<file path="config.mk">
export PLATFORM = sky130hd
export DESIGN_NAME = video_sync_receiver
export DESIGN_NICKNAME = d
export VERILOG_FILES = /design/src/rtl/video_sync_receiver.sv
export SDC_FILE = /design/constraint.sdc
export NUM_CORES = 1
export LEC_CHECK = 0
export CAP_MARGIN = 0
export CORE_MARGIN = 1
export CORE_UTILIZATION = 60
export CTS_BUF_LIST = sky130_fd_sc_hd__clkbuf_8
export CTS_CLUSTER_SIZE = 24
export DETAILED_ROUTE_END_ITERATION = 8
export PLACE_DENSITY = 0.84
export SYNTH_ARGS = -nofsm -noshare
export SYNTH_HDL_FRONTEND = slang
export SYNTH_SLANG_ARGS = --single-unit
</file>
<file path="constraint.sdc">
create_clock -name clk_vga -period 7.28 [get_ports clk_vga]
set_input_delay 1.456 -clock clk_vga [delete_from_list [all_inputs] [get_ports clk_vga]]
set_output_delay 1.456 -clock clk_vga [all_outputs]
set_load 0.005 [all_outputs]
</file>
<file path="src/rtl/video_sync_receiver.sv">
// Sink-side VGA timing receiver: measures line/frame periods, qualifies lock over
// consecutive good frames and recovers lock-gated visible pixel coordinates.
module video_sync_receiver #(
  parameter int unsigned H_TOTAL     = 800,
  parameter int unsigned V_TOTAL     = 525,
  parameter int unsigned LOCK_FRAMES = 2
) (
  input  logic        clk_vga,
  input  logic        rst,
  input  logic        hs_in,
  input  logic        vs_in,
  input  logic        blank_n_in,
  output logic [9:0]  x,
  output logic [8:0]  y,
  output logic        pixel_valid,
  output logic        frame_start,
  output logic        locked,
  output logic [10:0] h_total_meas,
  output logic [9:0]  v_total_meas,
  output logic [7:0]  err_cnt
);
  localparam int unsigned HW     = 11;
  localparam int unsigned VW     = 10;
  localparam int unsigned XW     = 10;
  localparam int unsigned YW     = 9;
  localparam int unsigned LINE_W = 10;
  localparam int unsigned GOOD_W = 4;
  localparam int unsigned ERR_W  = 8;

  localparam logic [HW-1:0]    H_SAT   = '1;
  localparam logic [VW-1:0]    V_SAT   = '1;
  localparam logic [XW-1:0]    X_SAT   = '1;
  localparam logic [ERR_W-1:0] ERR_SAT = '1;

  typedef enum logic [1:0] {SEARCH, CHECK, LOCKED} state_t;

  logic hs_q, vs_q, de_q, hs_d, vs_d, de_d;
  logic hfall, vfall, derise, defall;
  logic [HW-1:0] h_cnt, h_per;
  logic [VW-1:0] v_cnt, v_per;
  logic hlost, vlost, line_err;
  logic h_err, v_err, h_sat, v_sat, frame_ok;
  logic [XW-1:0] x_cnt, x_nxt;
  logic [LINE_W-1:0] act_line, act_nxt;
  logic pv_nxt;
  state_t state, state_nxt;
  logic [GOOD_W-1:0] good, good_nxt;
  logic err_inc;

  // Sync inputs idle high and DE idle low so reset release never looks like an edge
  always_ff @(posedge clk_vga or posedge rst) begin
    if (rst) begin
      hs_q <= 1'b1;
      vs_q <= 1'b1;
      de_q <= 1'b0;
      hs_d <= 1'b1;
      vs_d <= 1'b1;
      de_d <= 1'b0;
    end else begin
      hs_q <= hs_in;
      vs_q <= vs_in;
      de_q <= blank_n_in;
      hs_d <= hs_q;
      vs_d <= vs_q;
      de_d <= de_q;
    end
  end

  // Edge decode and period qualification
  always_comb begin
    hfall    = hs_d & ~hs_q;
    vfall    = vs_d & ~vs_q;
    derise   = ~de_d & de_q;
    defall   = de_d & ~de_q;
    h_per    = h_cnt + HW'(1);
    v_per    = v_cnt + VW'(1);
    h_err    = hfall & (h_per != HW'(H_TOTAL));
    v_err    = vfall & (v_per != VW'(V_TOTAL));
    h_sat    = ~hfall & (hlost | (h_cnt == H_SAT - HW'(1)));
    v_sat    = ~vfall & (vlost | (hfall & (v_cnt == V_SAT - VW'(1))));
    frame_ok = (v_per == VW'(V_TOTAL)) & ~line_err & ~h_err;
  end

  // Coordinate next values; pixel_valid follows the lock decision of this same update
  always_comb begin
    x_nxt = x_cnt;
    if (derise) begin
      x_nxt = '0;
    end else if (de_q && (x_cnt != X_SAT)) begin
      x_nxt = x_cnt + XW'(1);
    end
    act_nxt = act_line;
    if (vfall) begin
      act_nxt = '0;
    end else if (defall) begin
      act_nxt = act_line + LINE_W'(1);
    end
    pv_nxt = de_q & (state_nxt == LOCKED);
  end

  always_ff @(posedge clk_vga or posedge rst) begin
    if (rst) begin
      h_cnt        <= '0;
      v_cnt        <= '0;
      hlost        <= 1'b0;
      vlost        <= 1'b0;
      line_err     <= 1'b0;
      x_cnt        <= '0;
      act_line     <= '0;
      h_total_meas <= '0;
      v_total_meas <= '0;
    end else begin
      x_cnt    <= x_nxt;
      act_line <= act_nxt;
      if (hfall) begin
        h_cnt        <= '0;
        h_total_meas <= h_per;
      end else if (h_cnt != H_SAT) begin
        h_cnt <= h_per;
      end
      hlost <= hfall ? 1'b0 : (hlost | (h_cnt == H_SAT - HW'(1)));
      if (vfall) begin
        v_cnt        <= '0;
        v_total_meas <= v_per;
      end else if (hfall && (v_cnt != V_SAT)) begin
        v_cnt <= v_per;
      end
      vlost    <= vfall ? 1'b0 : (vlost | (hfall & (v_cnt == V_SAT - VW'(1))));
      line_err <= vfall ? 1'b0 : (line_err | h_err);
    end
  end

  // Lock FSM next-state
  always_comb begin
    state_nxt = state;
    good_nxt  = good;
    err_inc   = 1'b0;
    case (state)
      SEARCH: begin
        if (vfall) begin
          state_nxt = CHECK;
          good_nxt  = '0;
        end
      end
      CHECK: begin
        if (h_sat | v_sat) begin
          state_nxt = SEARCH;
        end else if (vfall) begin
          if (frame_ok) begin
            good_nxt = good + GOOD_W'(1);
            if (good + GOOD_W'(1) == GOOD_W'(LOCK_FRAMES)) begin
              state_nxt = LOCKED;
            end
          end else begin
            good_nxt = '0;
          end
        end
      end
      LOCKED: begin
        if (h_err | v_err | h_sat | v_sat) begin
          state_nxt = SEARCH;
          err_inc   = 1'b1;
        end
      end
      default: state_nxt = SEARCH;
    endcase
  end

  always_ff @(posedge clk_vga or posedge rst) begin
    if (rst) begin
      state <= SEARCH;
      good  <= '0;
    end else begin
      state <= state_nxt;
      good  <= good_nxt;
    end
  end

  always_ff @(posedge clk_vga or posedge rst) begin
    if (rst) begin
      x           <= '0;
      y           <= '0;
      pixel_valid <= 1'b0;
      frame_start <= 1'b0;
      locked      <= 1'b0;
      err_cnt     <= '0;
    end else begin
      x           <= pv_nxt ? x_nxt : '0;
      y           <= pv_nxt ? act_nxt[YW-1:0] : '0;
      pixel_valid <= pv_nxt;
      frame_start <= vfall;
      locked      <= (state_nxt == LOCKED);
      if (err_inc && (err_cnt != ERR_SAT)) begin
        err_cnt <= err_cnt + ERR_W'(1);
      end
    end
  end

endmodule

</file>
==> impl_metrics.yaml, run 1 <==
# synthesis and place-and-route metrics
logic_synthesis:
  synth_cell_type_count: 62
  synthesis.area_um2: 5120
  synth_nets: 506
  yosys_cells: 490
cells_and_area:
  num_antenna_cells: 0
  final_layout_size_suffix_gt1_frac: 0.102
critical_path:
  crit_required_ps: 7550
  r2r_cells: 7
  arrival_ps: 3940
pwr:
  p_switching_uw: 357
  seq-power_uw: 674
final_timing:
  hold_viol: 0
  rsz0062_at_grt: "false"
  finalMaxSlewViolations: 0
clock_network:
  cts_setup_buffers: 0
  clk_pin_slew_ps: 110
placement:
  io_buffer_count: 55
die:
  die_h_um: 94.4
  coreArea_um2: 8220
status:
  status: "finished clean"
global_routing:
  antenna_found_initial: 0
min_path:
  hold_start: "vs_q"
## run 1: cells by family after synthesis
group	after synthesis	share of synthesized area
AND/OR/NAND/NOR	204	0.225
multiplexers	4	0.00807
XOR/XNOR	46	0.0787
flip-flops	106	0.519
AND-OR/OR-AND	80	0.107
adder cells (fa/ha/maj)	11	0.0269
buffers and inverters	39	0.0359
## run 1: placed cells by master (no fill, tap or decap), types with 6 or more instances in the layout
cell type,Yosys,layout
nor2_1,46,46
inv_1,9,8
o21ai_0,26,26
xor2_1,25,25
nor3_1,10,10
nor4_2,15,15
a21oi_1,18,18
clkdlybuf4s50_1,0,55
ha_1,11,11
nand4_1,10,10
a211oi_1,6,6
clkbuf_8,0,9
nand3_1,26,26
and4_1,8,8
xnor2_1,21,21
dfrtp_1,102,102
nand2_1,48,48
and3_1,9,9
## run 1: worst max-delay path: stages (launching register included)
cell and delay, ps:
dfrtp_1 610, ha_1 460, nand4_1 240, o31ai_1 340, o2111ai_1 230, o31ai_2 840
nand2_2 530, nor4_1 310
## run 1: final cells by class
| type | count | area [um^2] |
|---|---|---|
| sequential | 106 | 2660 |
| fill | 594 | 2300 |
| multi-input combinational | 345 | 2280 |
| timing repair buffer | 60 | 588 |
| tap | 105 | 131 |
| clock buffer | 9 | 124 |
| clock inverter | 7 | 96.3 |
| inverter | 10 | 40.0 |
## run 1: through the flow
| step | total power [mW] | area [um^2] | hold slack (ps) | setup slack (ps) |
|---|---|---|---|---|
| 2_1_floorplan | 0.791 | 5120 | 351 | 3040 |
| 3_3_place_gp | 0.844 | 5690 | 355 | 3960 |
| 3_5_place_dp | 0.855 | 5690 | 355 | 3660 |
| 4_1_cts | 1.24 | 5910 | 371 | 3600 |
| 5_1_grt | 1.29 | 5910 | 373 | 3230 |
| 6_report | 1.23 | 5910 | 371 | 3620 |
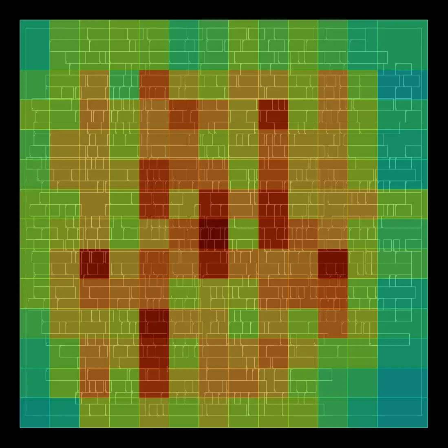
(run_1/final_congestion.png)
GRT busiest layer: met2
grt met2 use: 0.408
met1 global-route usage: 0.319
fin util: 0.720
DR WL/cell: 15.4 um

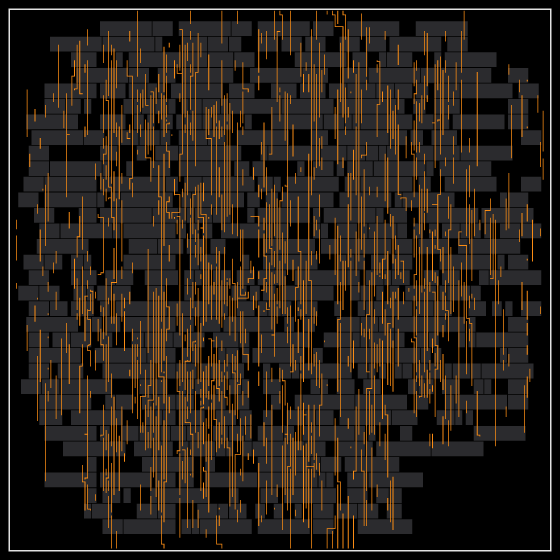
(run_1/met2.png)
Cells faint in the background.
wire length on this layer: 4890 um
share of all routed wire: 49%
nets with wire on the layer: 465
main direction: vertical
Vias: 3754
drt total wl: 9900 um

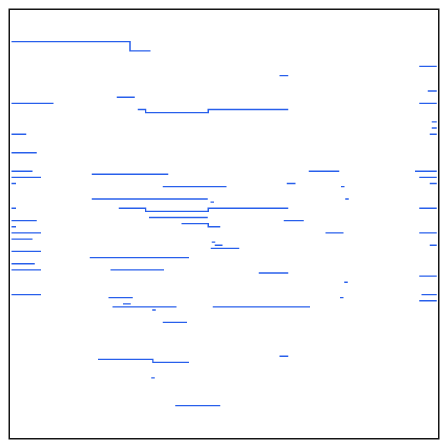
(run_1/met3.png)
share of all routed wire: 4.4%
longest straight run: 26.0 um
nets with wire on the layer: 51
wire length on this layer: 439 um
grt met3 use: 0.0435

==> run_1/met4.png <==
Supply wires on this layer in gray.
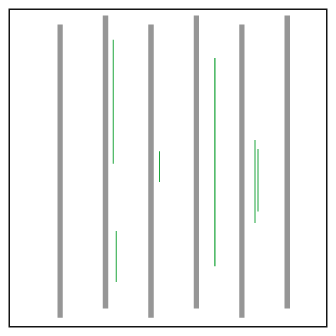

==> inputs of run 2 (changes only) <==
- CORE_UTILIZATION: 60 -> 53
- PLACE_DENSITY: 0.84 -> 0.79
- clock period: 7.28 -> 3.01 ns (I/O delays scaled with it)
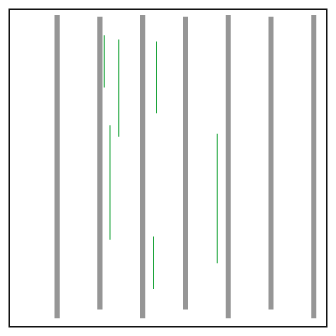
(run_2/met4.png)
Supply wires on this layer in gray.
wire length on this layer: 163 um
nets with wire on the layer: 5
main direction: vertical
drt total wl: 9850 um
Vias: 3778

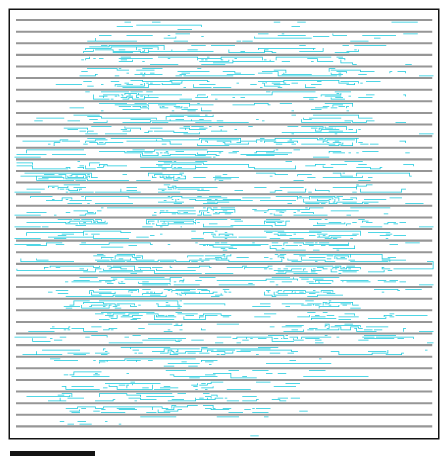
(run_2/met1.png)
Bar = 20 um. Supply wires on this layer in gray.
main direction: horizontal
wire length on this layer: 4590 um
share of all routed wire: 47%
met1 global-route usage: 0.304

==> impl_metrics.yaml, run 2 <==
# synthesis and place-and-route metrics
die:
  die_h_um: 100
  coreArea_um2: 9280
  die_w_um: 100
clock_network:
  cts_setup_buffers: 0
  clk_pin_slew_ps: 110
pwr:
  p_per_area_nw_per_um2: 486
  p_switching_uw: 868
  p_total_mw: 2.93
final_timing:
  layout_setup_ws_ps: 306
  rsz0062_at_grt: "false"
  whs_ps: 369
  fin_crit_ps: 2700
  finalMaxSlewViolations: 0
  relSlewSlack: 0.623
  hold_viol: 0
routing:
  drt-wirelength-per-cell_um: 14.6
critical_path:
  cpMostUsedCell: "nor4_1"
  crit_required_ps: 3290
  critical_path.max_stage_delay_ps: 470
  crit_path_cell_trace: "inv_1 > ha_1 > or4b_4 > a21oi_2 > o221ai_2 > nor4_1 > a22oi_2 > buf_4 > nor4_1"
  crit_slowest_cell: "nor4_1"
  arrival_ps: 2980
cells_and_area:
  final_cell_mix: "dfrtp_1 (101), clkdlybuf4s50_1 (55), nand2_1 (48)"
  num_antenna_cells: 0
  register_area_um2: 2660
  fillers: 757
  mostFrequentLayoutCell: "dfrtp_1"
global_routing:
  grt-busiest-layer: "met2"
  antenna_found_initial: 0
  grtUsageMet3: 0.0272
logic_synthesis:
  async_flop_share: 1.00
  synth_nets: 506
  yosys_cells: 490
  synth_cell_type_count: 62
  synthTopCellsByCount: "dfrtp_1 (102), nand2_1 (48), nor2_1 (46), nand3_1 (26), o21ai_0 (26)"
min_path:
  hold_start: "vs_q"
placement:
  place_ws_ps: 166
  io_buffer_count: 55
status:
  status: "finished clean"
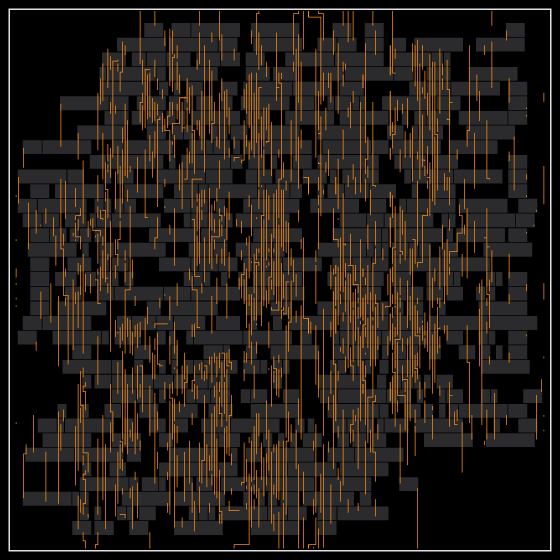
(run_2/met2.png)
Cells faint in the background.
nets with wire on the layer: 472
longest straight run: 26.9 um
grt met2 use: 0.344

## run 2: cell families (layout without fill, tap and decap cells)
| kind of cell | Yosys count | count (layout) | share of synthesized area |
|---|---|---|---|
| buffers and inverters | 39 | 94 | 0.0359 |
| AND-OR/OR-AND | 80 | 80 | 0.107 |
| XOR/XNOR | 46 | 46 | 0.0787 |
| adder cells (fa/ha/maj) | 11 | 11 | 0.0269 |
| multiplexers | 4 | 4 | 0.00807 |
| flip-flops | 106 | 106 | 0.519 |
| AND/OR/NAND/NOR | 204 | 204 | 0.225 |
## run 2: cell type report
class | instances | share of cell area
Clock buffer | 9 | 0.0205
Clock inverter | 7 | 0.0139
Inverter | 10 | 0.00684
Multi-Input combinational cell | 345 | 0.378
Sequential cell | 106 | 0.441
Tap cell | 129 | 0.0267
Timing Repair Buffer | 68 | 0.114
## run 2: worst max-delay path, delay by kind of cell (launching register included)
family | cells | cell delay, ps
AND-OR/OR-AND | 3 | 390
buffers and inverters | 2 | 400
adder cells (fa/ha/maj) | 1 | 160
flip-flops | 1 | 440
AND/OR/NAND/NOR | 3 | 1210
## run 2: power by group through the flow
stage               logic [mW]  clock network (mW)  registers, mW
floorplan                0.308                   0           1.61
global placement         0.419                   0           1.64
detailed placement       0.430                   0           1.65
CTS                      0.435               0.901           1.62
global route             0.486               0.949           1.64
finish                   0.429               0.877           1.62
## run 2: per-layer routing
metal	wire length, um	vias up
li1	-	1822
met1	4590	1839
met2	4740	102
met3	350	15
met4	162	0
met5	0	-
## run 2: per-stage QoR
step	std cells	area (um^2)
finish	674	6030
global route	674	6030
CTS	674	6030
detailed placement	658	5820
global placement	658	5820
floorplan	490	5120
==> run_2/met3.png <==
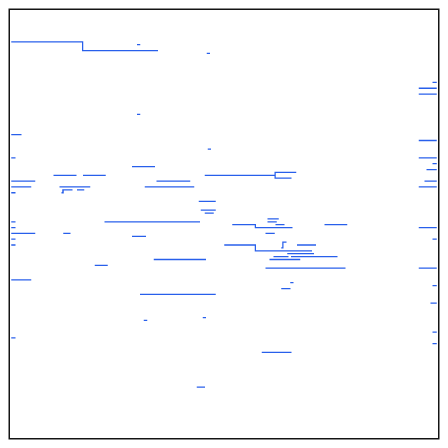

==> inputs of run 3 (changes only) <==
- PLACE_DENSITY: 0.79 -> default
- PLACE_DENSITY_LB_ADDON: default -> 0.3
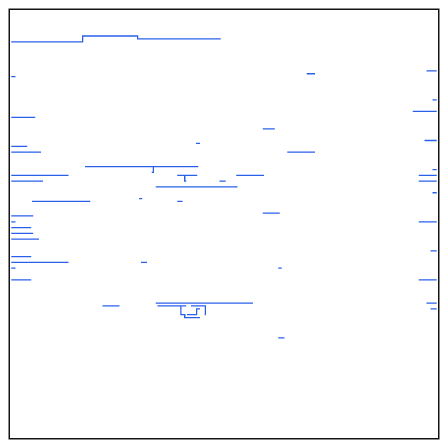
(run_3/met3.png)
Vias: 3777
grt met3 use: 0.0369
drt total wl: 10200 um

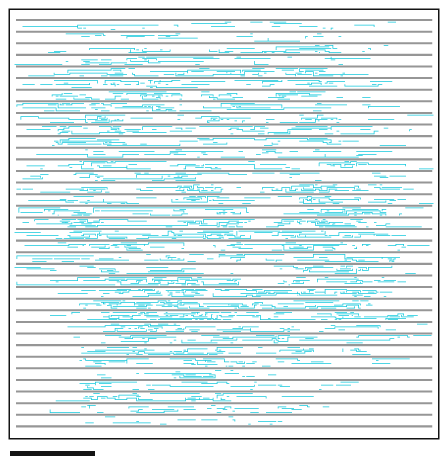
(run_3/met1.png)
Bar = 20 um. Supply wires on this layer in gray.
met1 global-route usage: 0.303

==> impl_metrics.yaml, run 3 <==
# synthesis and place-and-route metrics
global_routing:
  grt_max_degree: 48
  antenna_found_initial: 0
logic_synthesis:
  xor_area_frac: 0.0787
  simple_gate_share: 0.225
  synth_cell_type_count: 62
  fa_ha_area_frac: 0.0269
  synthTopLogicFamily: "simple AND/OR/NAND/NOR gates"
  synth_nets: 506
  topCellsByArea: "dfrtp_1 (50%), xor2_1 (4.3%), nor4_2 (3.7%), xnor2_1 (3.6%), nand2_1 (3.5%)"
  aoi_share: 0.107
  async_flop_share: 1.00
  yosys_cells: 490
  synthTopCellsByCount: "dfrtp_1 (102), nand2_1 (48), nor2_1 (46), nand3_1 (26), o21ai_0 (26)"
  ys_seq_share: 0.519
  muxShareOfSynthArea: 0.00807
die:
  coreArea_um2: 9280
  die_h_um: 100
  die_w_um: 100
clock_network:
  cts_resized: 0
  clockBufferDepth: 2
  cts_buffers: 9
  clk_pin_slew_ps: 110
  cts_setup_buffers: 0
placement:
  post_dp_cell_area_um2: 5820
  hpwlAfterDp_um: 7050
  place_inst: 661
  io_buffer_count: 55
cells_and_area:
  final_area_um2: 6020
  num_antenna_cells: 0
  mostFrequentLayoutCell: "dfrtp_1"
  register_area_um2: 2660
  fillers: 766
  final_cell_mix: "dfrtp_1 (102), clkdlybuf4s50_1 (55), nand2_1 (48)"
  combGateArea_um2: 2280
  instances_no_fill: 677
final_timing:
  finalMaxSlewViolations: 0
  rsz0062_at_grt: "false"
  fin_crit_ps: 2700
  hold_viol: 0
  relSlewSlack: 0.547
  whs_ps: 368
critical_path:
  crit_required_ps: 3250
  arrival_ps: 2940
  crit_path_end: "err_cnt[1]"
routing:
  drtAntennaViolNets: 0
status:
  status: "finished clean"
pwr:
  p_per_area_nw_per_um2: 487
  ir_drop_mv: 0.314
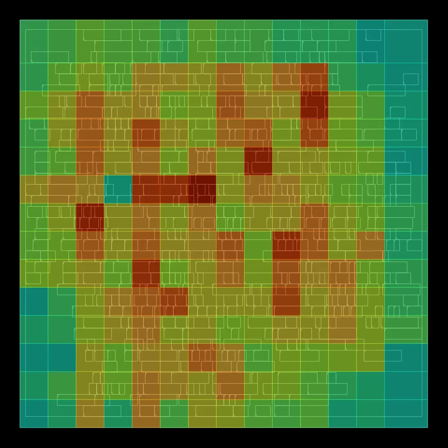
(run_3/final_congestion.png)
DR WL/cell: 15.0 um
fin util: 0.648
GRT Util Overall: 0.218
grt met2 use: 0.351

[run 3: power by group through the flow]
stage	clock network (mW)	registers [mW]	logic [mW]
2_1_floorplan	0	1.61	0.308
3_3_place_gp	0	1.63	0.445
3_5_place_dp	0	1.64	0.463
4_1_cts	0.876	1.61	0.466
5_1_grt	0.941	1.62	0.508
6_report	0.866	1.61	0.459
[run 3: how the worst min path moves through the flow]
stage	start	endpoint	slack, ps	cells past startpoint
detailed placement	vs_q	vs_d	350	0
CTS	vs_q	vs_d	370	0
global placement	vs_q	vs_d	360	0
global route	vs_q	vs_d	370	0
finish	vs_q	vs_d	370	0
floorplan	vs_q	vs_d	350	0
[run 3: metrics by stage]
step / utilization / setup slack, ps / power [mW]
2_1_floorplan: - / 433 / 1.91
3_3_place_gp: 0.627 / 406 / 2.07
3_5_place_dp: 0.627 / 312 / 2.10
4_1_cts: 0.648 / 226 / 2.95
5_1_grt: 0.648 / 87.9 / 3.07
6_report: 0.648 / 315 / 2.93
[run 3: layer usage]
metal	track usage	routed length, um	vias to the layer above
li1	-	-	1824
met1	0.303	4820	1877
met2	0.351	4930	62
met3	0.0369	303	14
met4	0.0669	123	0
met5	0	0	-
[run 3: critical path: stages, from the launching register on]
cell	delay [ps]
dfrtp_1	370
ha_1	280
nand4_1	190
o31ai_1	320
o2111ai_1	230
o31ai_2	600
a21bo_2	260
mux2_2	330
[run 3: cell type report]
| class | count | area share |
|---|---|---|
| clock inverter | 6 | 0.00935 |
| multi-input combinational | 345 | 0.379 |
| sequential | 106 | 0.441 |
| clock buffer | 10 | 0.0229 |
| tap | 129 | 0.0268 |
| timing repair buffer | 71 | 0.113 |
| inverter | 10 | 0.00686 |
Power and IR drop assume default switching activity.
